`src/rtl/dev_timer_mc_if.sv`:
```
// Device-bus port bundle for dev_timer_mc: word-addressed stb/ack MMIO slave.
interface dev_timer_mc_if;
    // Handshake: the master pulses stb for one cycle with we/addr/dtw stable. The slave
    // answers with ack for exactly one cycle after the sampling edge. dtr is valid only
    // while ack is high and is zero otherwise. A new stb may be issued while ack is high.
    logic        stb;
    logic        ack;
    logic        we;
    logic [4:0]  addr;
    logic [31:0] dtw;
    logic [31:0] dtr;

    modport master (
        output stb,
        output we,
        output addr,
        output dtw,
        input  ack,
        input  dtr
    );

    modport slave (
        input  stb,
        input  we,
        input  addr,
        input  dtw,
        output ack,
        output dtr
    );
endinterface

```
`src/rtl/dev_timer_mc.sv`:
```
// Multi-channel timer: shared prescaled counter with TOP wrap, NCH compare/PWM/capture channels.
// Capture modes are built only when the TIMER_CAPTURE_EN macro is defined.
module dev_timer_mc #(
    parameter int TIMER_BITS = 16,
    parameter int NCH        = 4,
    parameter int PS_BITS    = 4
) (
    input  logic           clk,
    input  logic           reset_n,
    dev_timer_mc_if.slave  bus,
    input  logic [NCH-1:0] io_risen,
    input  logic [NCH-1:0] io_fallen,
    output logic [NCH-1:0] io_out,
    output logic [NCH-1:0] io_oe,
    output logic [NCH:0]   irq
);
    localparam int PSW = (1 << PS_BITS) - 1;
    localparam int SW  = NCH + 1;

    typedef logic [TIMER_BITS-1:0] tval_t;

    typedef enum logic [1:0] {
        MODE_OFF      = 2'b00,
        MODE_PWM      = 2'b01,
        MODE_CAP_RISE = 2'b10,
        MODE_CAP_FALL = 2'b11
    } mode_e;

    logic               en;
    logic [PS_BITS-1:0] ps;
    logic [PSW-1:0]     ps_cnt;
    tval_t              count;
    tval_t              top;
    logic [SW-1:0]      status;
    logic [SW-1:0]      irqen;
    tval_t              ccr [NCH];
    logic [3:0]         cfg [NCH];

    logic           wr;
    logic           wr_ctrl;
    logic           wr_count;
    logic           wr_top;
    logic           wr_status;
    logic           wr_irqen;
    logic           ch_area;
    logic [4:0]     ch_off;
    logic [3:0]     ch_idx;
    logic           clr;
    logic           count_load;
    tval_t          load_val;
    logic [PSW-1:0] ps_mask;
    logic           tick;
    logic           wrap;

    logic [NCH-1:0] wr_ccr;
    logic [NCH-1:0] wr_cfg;
    logic [NCH-1:0] cap_evt;
    logic [NCH-1:0] ch_set;
    logic [NCH-1:0] pin_next;
    logic [SW-1:0]  w1c;
    logic [SW-1:0]  status_next;
    logic [31:0]    rd_val;

    logic unused_dtw;
    assign unused_dtw = ^bus.dtw;

    // Bus decode and shared counter control.
    always_comb begin
        wr         = bus.stb & bus.we;
        wr_ctrl    = wr && (bus.addr == 5'd0);
        wr_count   = wr && (bus.addr == 5'd1);
        wr_top     = wr && (bus.addr == 5'd2);
        wr_status  = wr && (bus.addr == 5'd3);
        wr_irqen   = wr && (bus.addr == 5'd4);
        ch_area    = bus.addr[4] | bus.addr[3];
        ch_off     = bus.addr - 5'd8;
        ch_idx     = ch_off[4:1];
        // CLR and a COUNT load share one path; CLR wins by forcing the load value to 0.
        clr        = wr_ctrl & bus.dtw[31];
        count_load = wr_count | clr;
        load_val   = clr ? '0 : bus.dtw[TIMER_BITS-1:0];
        // Low PS bits of the prescaler all ones marks the last cycle of a 2^PS period.
        ps_mask    = (PSW'(1) << ps) - PSW'(1);
        tick       = en && ((ps_cnt & ps_mask) == ps_mask) && !count_load;
        wrap       = (count >= top);
    end

    // Per-channel decode, event detection and next pin value.
    always_comb begin
        wr_ccr   = '0;
        wr_cfg   = '0;
        cap_evt  = '0;
        ch_set   = '0;
        pin_next = '0;
        io_oe    = '0;
        for (int n = 0; n < NCH; n++) begin
            wr_ccr[n]   = wr && ch_area && (ch_idx == 4'(n)) && !ch_off[0];
            wr_cfg[n]   = wr && ch_area && (ch_idx == 4'(n)) && ch_off[0];
`ifdef TIMER_CAPTURE_EN
            cap_evt[n]  = ((cfg[n][1:0] == MODE_CAP_RISE) && io_risen[n]) ||
                          ((cfg[n][1:0] == MODE_CAP_FALL) && io_fallen[n]);
`endif
            ch_set[n]   = cap_evt[n] ||
                          ((cfg[n][1:0] == MODE_PWM) && tick && (count == ccr[n]));
            pin_next[n] = ((cfg[n][1:0] == MODE_PWM) && (count < ccr[n])) ^ cfg[n][2];
            io_oe[n]    = cfg[n][3];
        end
    end

`ifndef TIMER_CAPTURE_EN
    logic unused_cap;
    assign unused_cap = ^{io_risen, io_fallen};
`endif

    // Hardware sets are ORed in after the W1C mask so a same-cycle set survives.
    always_comb begin
        w1c         = wr_status ? bus.dtw[SW-1:0] : '0;
        status_next = (status & ~w1c) | {ch_set, tick & wrap};
    end

    always_comb begin
        rd_val = '0;
        case (bus.addr)
            5'd0:    rd_val = 32'({ps, 3'b000, en});
            5'd1:    rd_val = 32'(count);
            5'd2:    rd_val = 32'(top);
            5'd3:    rd_val = 32'(status);
            5'd4:    rd_val = 32'(irqen);
            default: rd_val = '0;
        endcase
        for (int n = 0; n < NCH; n++) begin
            if (ch_area && (ch_idx == 4'(n))) begin
                rd_val = ch_off[0] ? 32'(cfg[n]) : 32'(ccr[n]);
            end
        end
    end

    always_ff @(posedge clk) begin
        if (!reset_n) begin
            bus.ack <= 1'b0;
            bus.dtr <= '0;
            en      <= 1'b0;
            ps      <= '0;
            ps_cnt  <= '0;
            count   <= '0;
            top     <= '1;
            status  <= '0;
            irqen   <= '0;
            irq     <= '0;
            io_out  <= '0;
            for (int n = 0; n < NCH; n++) begin
                ccr[n] <= '0;
                cfg[n] <= '0;
            end
        end else begin
            bus.ack <= bus.stb;
            bus.dtr <= (bus.stb && !bus.we) ? rd_val : '0;

            if (wr_ctrl) begin
                en <= bus.dtw[0];
                ps <= bus.dtw[4 +: PS_BITS];
            end

            if (count_load) begin
                ps_cnt <= '0;
            end else if (en) begin
                ps_cnt <= ps_cnt + PSW'(1);
            end

            if (count_load) begin
                count <= load_val;
            end else if (tick) begin
                count <= wrap ? '0 : count + tval_t'(1);
            end

            if (wr_top) begin
                top <= bus.dtw[TIMER_BITS-1:0];
            end
            if (wr_irqen) begin
                irqen <= bus.dtw[SW-1:0];
            end

            status <= status_next;
            irq    <= status & irqen;
            io_out <= pin_next;

            // A capture owns CCRn for that cycle; a colliding bus write is dropped.
            for (int n = 0; n < NCH; n++) begin
                if (cap_evt[n]) begin
                    ccr[n] <= count;
                end else if (wr_ccr[n]) begin
                    ccr[n] <= bus.dtw[TIMER_BITS-1:0];
                end
                if (wr_cfg[n]) begin
                    cfg[n] <= bus.dtw[3:0];
                end
            end
        end
    end
endmodule

```
`src/flat_wrapper.sv`:
```
// flat-port wrapper written by rule: the top's interface ports become plain ports
module dev_timer_mc_flat 
#(
    parameter int TIMER_BITS = 16,
    parameter int NCH        = 4,
    parameter int PS_BITS    = 4
)
  (clk, reset_n, io_risen, io_fallen, io_out, io_oe, irq, bus_stb, bus_we, bus_addr, bus_dtw, bus_ack, bus_dtr);
  dev_timer_mc_if bus_i ();
  input  logic clk;
  input  logic reset_n;
  input  logic [NCH-1:0] io_risen;
  input  logic [NCH-1:0] io_fallen;
  output logic [NCH-1:0] io_out;
  output logic [NCH-1:0] io_oe;
  output logic [NCH:0] irq;
  input wire logic [$bits(bus_i.stb)-1:0] bus_stb;
  input wire logic [$bits(bus_i.we)-1:0] bus_we;
  input wire logic [$bits(bus_i.addr)-1:0] bus_addr;
  input wire logic [$bits(bus_i.dtw)-1:0] bus_dtw;
  output wire logic [$bits(bus_i.ack)-1:0] bus_ack;
  output wire logic [$bits(bus_i.dtr)-1:0] bus_dtr;
  assign bus_i.stb = bus_stb;
  assign bus_i.we = bus_we;
  assign bus_i.addr = bus_addr;
  assign bus_i.dtw = bus_dtw;
  assign bus_ack = bus_i.ack;
  assign bus_dtr = bus_i.dtr;
  dev_timer_mc #(.TIMER_BITS(TIMER_BITS), .NCH(NCH), .PS_BITS(PS_BITS)) u_core (.clk(clk), .reset_n(reset_n), .bus(bus_i), .io_risen(io_risen), .io_fallen(io_fallen), .io_out(io_out), .io_oe(io_oe), .irq(irq));
endmodule
```
`config.mk`:
```
export PLATFORM = sky130hd
export DESIGN_NAME = dev_timer_mc_flat
export DESIGN_NICKNAME = d
export VERILOG_FILES = /design/src/rtl/dev_timer_mc_if.sv /design/src/rtl/dev_timer_mc.sv /design/src/flat_wrapper.sv
export SDC_FILE = /design/constraint.sdc
export NUM_CORES = 1
export LEC_CHECK = 0
export ABC_AREA = 1
export CORE_ASPECT_RATIO = 0.5
export CORE_MARGIN = 5
export CORE_UTILIZATION = 58
export DETAILED_ROUTE_END_ITERATION = 10
export GPL_TIMING_DRIVEN = 0
export PLACE_DENSITY = 0.81
export REMOVE_ABC_BUFFERS = 1
export SLEW_MARGIN = 20
export SYNTH_ARGS = -nofsm -noshare
export SYNTH_HDL_FRONTEND = slang
export SYNTH_SLANG_ARGS = --single-unit
```
`constraint.sdc`:
```
create_clock -name clk -period 3.7 [get_ports clk]
set_input_delay 0.37 -clock clk [delete_from_list [all_inputs] [get_ports clk]]
set_output_delay 0.37 -clock clk [all_outputs]
set_load 0.02 [all_outputs]
```
==> deck_impl_summary.md <==
Run Summary

Setup path
  – Critical Path Start Type: primary input
  – Cell Chain, Critical Path: dlymetal6s2s_1 -> clkinv_2 -> nor2_1 -> nand3_2 -> nor2_4 -> a31oi_4 -> inv_1 -> nor2_1 -> inv_2 -> a21oi_1 -> o21a_1
  – Crit path DAT: between 3 and 4 ns
  – Top cell by count, worst path: nor2_1
  – Dominant delay contributor by cell family on the critical path: buffers and inverters
  – Cell depth of the worst setup path: 11
  – Sort of element at the end of the critical path: flip-flop

Floorplan
  – Number of tapcells: 234
  – Die area: between 20000 and 25000 sq um

Synth
  – Instance tally after logic synthesis: roughly 1300
  – Biggest area consumer among synthesized cells: edfxtp_1
  – Compound-Gate Fraction of Synth Area: between 10% and 20%
  – MUX area fraction: less than 1%

Outcome
  – Outcome: completed

Clock tree
  – Clk sinks: 168

Timing
  – TNS Setup: 0 ns
  – Setup slack after layout: approximately 0.27 ns
  – Final cycle utilization of the critical path: between 90% and 100%

Final layout
  – MI comb area: between 4000 and 5000 sq um
  – Largest class: logic gates

Min path
  – Hold Path Cell Cnt: 3

Run
  – Max capacitance violation total: 0

Routing
  – Final routed wire length divided by cell count: 18.1 um

Placement
  – PortBufs: roughly 55
## sequential cells by signal, summed over array words and instances, names as in the netlist, 5 cells and up
| register | flops |
|---|---|
| u_core.irq | 5 |
| u_core.bus.dtr | 16 |
| u_core.top | 16 |
| u_core.count | 16 |
| u_core.cfg | 16 |
| u_core.ps_cnt | 15 |
| u_core.irqen | 5 |
| u_core.status | 5 |
| u_core.ccr | 64 |
## tightest hold or removal path: stages
cell     delay, ns
buf_2         0.20
nand2_1       0.12
nor2_1        0.04
## power breakdown
part	switching (uW)	total [uW]	internal, uW	leakage, uW
logic	236	340	103	0.00341
registers	25.4	2020	2000	0.00147
clock network	823	1720	900	0.000278
total	1080	4090	3000	0.00516
Fig. 1: signal wires on met3
Bar = 50 um.
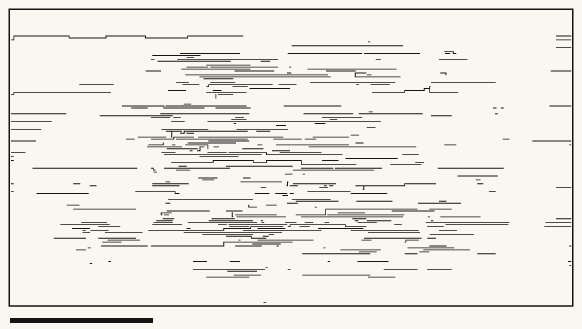
The layer holds 12% of the routed length. 191 nets have wire on it. The longest straight run is 60.3 um.
Routed Wire Length: 29000 um
via count of the routed design: 9440
met3 Track Usage GR: 6.28%

Fig. 2: met4 routing
Supply wires on this layer in gray.
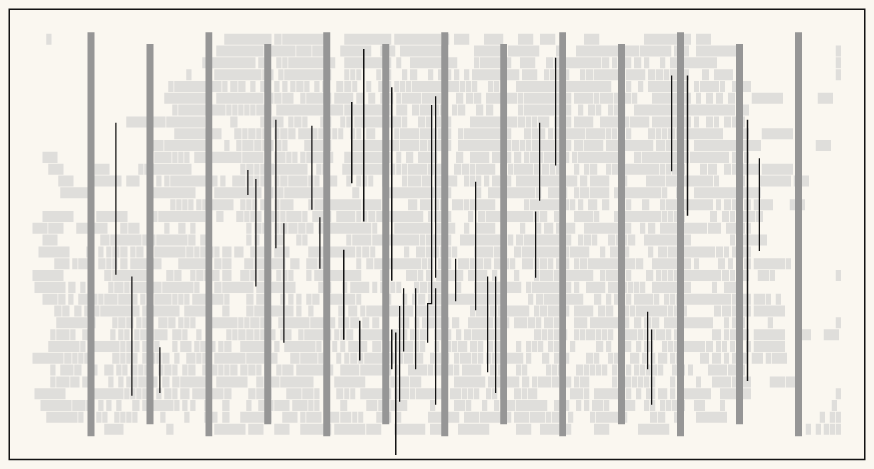
The layer holds 2.9% of the routed length. 32 nets have wire on it.

Power is estimated from default activity; no workload was simulated.
